I/O nets highlighted:
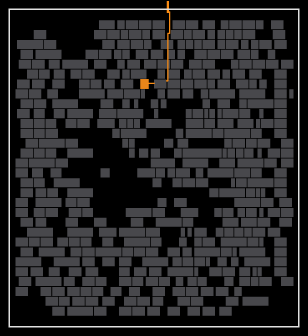
Cell outlines without signal wires:
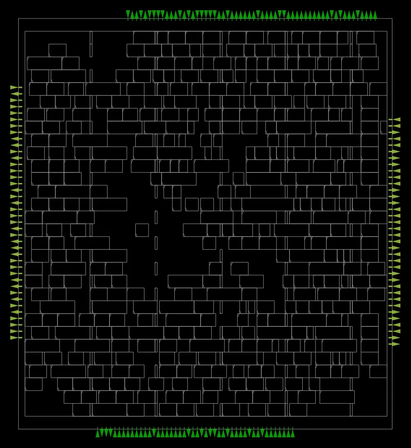
Local utilization:
8 x 9 tiles, from black (low) to pale yellow (high), 0 to 100% covered.
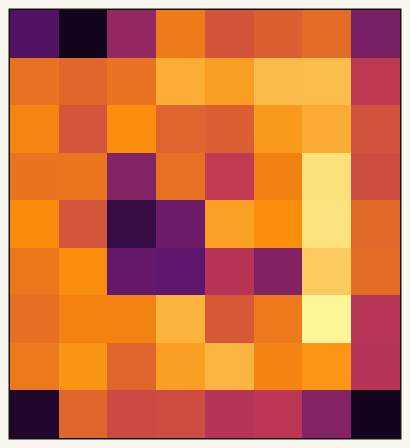
Gate-type map:
Bar = 20 um.
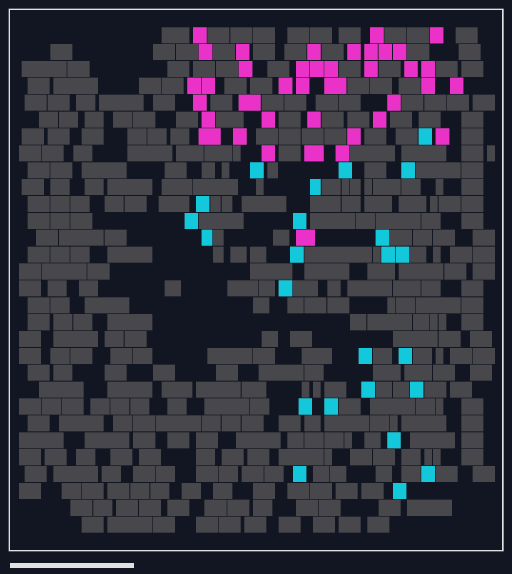
## src/rtl/mem_arbiter.sv

```systemverilog
// mem_arbiter: merges the CPU data port (port 0) and the instruction-fetch
// port (port 1) onto the single CPU-side request interface of wishbone_master.
// One port owns the master from its grant until the master acknowledges.
// Ties are broken round-robin, or always toward port 0 when FIXED_PRIO is set.
module mem_arbiter #(
    parameter int ADDR_W     = 24,
    parameter int DATA_W     = 16,
    parameter int FIXED_PRIO = 0
) (
    input  logic              i_clk,
    input  logic              i_rst,
    input  logic              i_p0_req,
    input  logic              i_p0_we,
    input  logic [ADDR_W-1:0] i_p0_addr,
    input  logic [DATA_W-1:0] i_p0_data,
    output logic [DATA_W-1:0] o_p0_data,
    output logic              o_p0_ack,
    input  logic              i_p1_req,
    input  logic              i_p1_we,
    input  logic [ADDR_W-1:0] i_p1_addr,
    input  logic [DATA_W-1:0] i_p1_data,
    output logic [DATA_W-1:0] o_p1_data,
    output logic              o_p1_ack,
    output logic              o_mem_req,
    output logic              o_mem_we,
    output logic [ADDR_W-1:0] o_mem_addr,
    output logic [DATA_W-1:0] o_mem_data,
    output logic              o_mem_next,
    input  logic [DATA_W-1:0] i_mem_data,
    input  logic              i_mem_ack
);

    typedef enum logic [1:0] {
        IDLE  = 2'd0,
        BUSY0 = 2'd1,
        BUSY1 = 2'd2
    } state_t;

    state_t              state_q, state_d;
    logic                last_q, last_d;
    logic                mem_req_q, mem_req_d;
    logic                mem_we_q, mem_we_d;
    logic [ADDR_W-1:0]   mem_addr_q, mem_addr_d;
    logic [DATA_W-1:0]   mem_data_q, mem_data_d;
    logic                grant0, grant1;
    logic                ack0, ack1;

    // Decide which port (if any) wins the master this cycle; only IDLE grants
    always_comb begin
        grant0 = 1'b0;
        grant1 = 1'b0;
        if (state_q == IDLE) begin
            if (i_p0_req && i_p1_req) begin
                if (FIXED_PRIO != 0) begin
                    grant0 = 1'b1;
                end else if (last_q) begin
                    grant0 = 1'b1;
                end else begin
                    grant1 = 1'b1;
                end
            end else if (i_p0_req) begin
                grant0 = 1'b1;
            end else if (i_p1_req) begin
                grant1 = 1'b1;
            end
        end
    end

    // Next-state logic: grant moves to BUSYn, the master's ack returns to IDLE
    always_comb begin
        state_d = state_q;
        case (state_q)
            IDLE: begin
                if (grant0) begin
                    state_d = BUSY0;
                end else if (grant1) begin
                    state_d = BUSY1;
                end
            end
            BUSY0, BUSY1: begin
                if (i_mem_ack) begin
                    state_d = IDLE;
                end
            end
            default: state_d = IDLE;
        endcase
    end

    // Latch the granted port's request; hold it frozen until the ack drops req
    always_comb begin
        last_d     = last_q;
        mem_req_d  = mem_req_q;
        mem_we_d   = mem_we_q;
        mem_addr_d = mem_addr_q;
        mem_data_d = mem_data_q;
        if (grant0) begin
            mem_req_d  = 1'b1;
            mem_we_d   = i_p0_we;
            mem_addr_d = i_p0_addr;
            mem_data_d = i_p0_we ? i_p0_data : '0;
            last_d     = 1'b0;
        end else if (grant1) begin
            mem_req_d  = 1'b1;
            mem_we_d   = i_p1_we;
            mem_addr_d = i_p1_addr;
            mem_data_d = i_p1_we ? i_p1_data : '0;
            last_d     = 1'b1;
        end else if ((state_q != IDLE) && i_mem_ack) begin
            mem_req_d  = 1'b0;
        end
    end

    // Route the master's ack and read data straight back to the owning port only
    always_comb begin
        ack0      = (state_q == BUSY0) && i_mem_ack;
        ack1      = (state_q == BUSY1) && i_mem_ack;
        o_p0_ack  = ack0;
        o_p1_ack  = ack1;
        o_p0_data = (ack0 && !mem_we_q) ? i_mem_data : '0;
        o_p1_data = (ack1 && !mem_we_q) ? i_mem_data : '0;
    end

    assign o_mem_req  = mem_req_q;
    assign o_mem_we   = mem_we_q;
    assign o_mem_addr = mem_addr_q;
    assign o_mem_data = mem_data_q;
    assign o_mem_next = 1'b0;

    // State and request registers; reset abandons any transaction in flight
    always_ff @(posedge i_clk) begin
        if (i_rst) begin
            state_q    <= IDLE;
            last_q     <= 1'b1;
            mem_req_q  <= 1'b0;
            mem_we_q   <= 1'b0;
            mem_addr_q <= '0;
            mem_data_q <= '0;
        end else begin
            state_q    <= state_d;
            last_q     <= last_d;
            mem_req_q  <= mem_req_d;
            mem_we_q   <= mem_we_d;
            mem_addr_q <= mem_addr_d;
            mem_data_q <= mem_data_d;
        end
    end

endmodule

```

## config.mk

```make
export PLATFORM = sky130hd
export DESIGN_NAME = mem_arbiter
export DESIGN_NICKNAME = d
export VERILOG_FILES = /design/src/rtl/mem_arbiter.sv
export SDC_FILE = /design/constraint.sdc
export NUM_CORES = 1
export LEC_CHECK = 0
export CAP_MARGIN = 10
export CORE_ASPECT_RATIO = 1.1
export CORE_UTILIZATION = 38
export CTS_CLUSTER_DIAMETER = 30
export DETAILED_ROUTE_END_ITERATION = 10
export PLACE_DENSITY = 0.92
export SETUP_SLACK_MARGIN = 0.4
export SLEW_MARGIN = 20
export SYNTH_ARGS = -nofsm -noshare
export SYNTH_HDL_FRONTEND = slang
export SYNTH_SLANG_ARGS = --single-unit
```

## constraint.sdc

```tcl
create_clock -name i_clk -period 3.4 [get_ports i_clk]
set_input_delay 0.68 -clock i_clk [delete_from_list [all_inputs] [get_ports i_clk]]
set_output_delay 0.68 -clock i_clk [all_outputs]
set_load 0.005 [all_outputs]
```

==> flow_summary.toml <==
# flow metrics
[synthesis]
synth.most_common_cell = "dfxtp_1"
ys_seq_frac = 0.361
synth.distinct_cells = 34
async_flop_share = 0
yosys.area.top_type = "dfxtp_1"
fp_nets = 364
top_cells_by_area = "dfxtp_1, and2_1, a32oi_1"
ff_type = "dfxtp_1"
syn_area_per_cell_um2 = 9.68
ys_cells = 258
edf_count = 0
syn_inst = 258
common_cells = "dfxtp_1, and2_1, a32oi_1, o2bb2ai_1, nor2_1"
synth_chip_area_um2 = 2500
yosys.area.top_type_share = 0.361
yosys_warnings = 0
ys.flops = 45

[drt]
routed_wl_mm = 8.48
drc_errors = 0
vias = 2744
wl_per_cell_um = 17.0
dr.pass1.iters = 4
routed_via_density = 5.49

[worst_setup_path]
crit_type = "in2out"
crit_path_end = "o_p1_data[10]"
rr_endpoint = "o_mem_addr[10]"
path_cells = "dlymetal6s2s_1 > and3b_1 > and2_1 > clkdlybuf4s50_1"
slowest_delay_ns = 0.50
cp.required_ns = 2.72
rr_worst_depth = 6
arrival_ns = 1.95
cp-start-kind = "primary input"
crit_start = "i_mem_ack"

[floorplan]
die-height_um = 87.0
die_area_um2 = 6900
die_w_um = 79.3

[worst_hold_path]
hp-start = "o_mem_addr[1]"
worstHoldPathCells = 1
min_to = "o_mem_addr[1]"

[placed_design]
dp_slack_ns = 0.293
dp.cells = 490
placedInstanceArea_um2 = 4170
dp_hpwl_mm = 6.17

[sta]
skew_ns = 0.00982
fin_crit_sh = 0.774
tightestPinTransition_ns = 0.947
period_needed_ns = 2.63
finalSetupTns_ns = 0
fmax_mhz = 380
hold_ws_ns = 0.466
setup_violations = 0

[clocking]
clk_pin_slew_ns = 0.08
clkLatencyLatePin_ns = 0.30
clk_path_buf_depth = 2
htree_levels = 2
cts_sinks = 45

[power_and_ir_drop]
p_leak_uw = 0.00151
power_uw = 1590
power.density_nw_per_um2 = 370
ir_drop_uv = 179

[global_route]
grt_pass1_vias = 2736
grt-ovfl-total = 0
antenna_found_initial = 0

[layout]
antenna-diode-count = 0
final_nets = 525
stdcell_area_um2 = 4310
mostFrequentLayoutCells = "clkdlybuf4s50_1, dfxtp_1, and2_1"

[flow_run]
tool_warnings = 28

[run_status]
status = "finished clean"
-- 'I/O nets highlighted' (at the start) --
orange -> o_p1_ack  # direction output, edge top, end cells 1, buffers 1, wire 22.4 um
Ports: 180
IO buf count: 178

-- 'cell outlines without signal wires' (at the start) --
fin cells: 500
Core Rows: 30
Seq Cell Count: 45
Core ar.: 6270 um^2

-- 'local utilization' (at the start) --
mean over tiles = 61%
fullest tile = 98%
tiles over 75% full = 26%
Starting Density: 0.398
Core Util, Final: 0.687

-- 'gate-type map' (at the start) --
cyan -> NAND gates  # cells 24, most used nand4_1
magenta -> AND and OR gates  # cells 39, most used and2_1
fraction of area in multi-input gates: 0.311
Commonest Layout Cell: clkdlybuf4s50_1

## kinds of logic (layout without fill, tap and decap cells)
family / Yosys count / after routing / synth area share
buffers and inverters: 36 / 196 / 0.111
AOI/OAI and AO/OA: 90 / 90 / 0.317
and+or+nand+nor: 83 / 85 / 0.194
other: 1 / 1 / 0.00150
DFF: 45 / 45 / 0.361
adders and majority gates: 3 / 3 / 0.0150
## area by class of cell
| type | instances | area, um^2 | share of cell area |
|---|---|---|---|
| clock inverters | 1 | 30.0 | 0.00697 |
| clock buffers | 7 | 86.3 | 0.0200 |
| repair buffers | 186 | 1840 | 0.428 |
| flip-flops and latches | 45 | 901 | 0.209 |
| multi-input cells | 179 | 1340 | 0.311 |
| inverters | 2 | 7.51 | 0.00174 |
| well taps | 80 | 100 | 0.0232 |
## critical path, delay by kind of cell
family,cells,cell delay (ns)
AND/OR/NAND/NOR,2,0.51
buffers and inverters,2,0.76
## what timing repair did
| action | in CTS | in global routing |
|---|---|---|
| hold endpoints to repair | 0 | 0 |
| setup endpoints to repair | 32 | 32 |
| pin swaps | 0 | 2 |
| gates cloned | 0 | 2 |
| resized | 2 | 2 |
## registers in the layout (all words and copies together), names as in the netlist
register and count:
state_q 2, o_mem_addr 24, o_mem_we 1, o_mem_req 1, o_mem_data 16, last_q 1
## routing by layer
metal  vias to the layer above  GRT usage  part of all wire
met5                         -          0                 0
met4                         0     0.0661             0.013
met3                        10     0.0618             0.071
met2                       125      0.432              0.51
met1                      1287      0.278              0.40
li1                       1322          -                 -
## where the power goes
group          leakage (uW)  internal [uW]  switching, uW
Clock             0.0000585            240            180
Sequential         0.000372            594           38.2
Combinational       0.00108            317            225
Total               0.00151           1150            442
Power figures rest on the tool's default switching activity, not on a simulated workload.
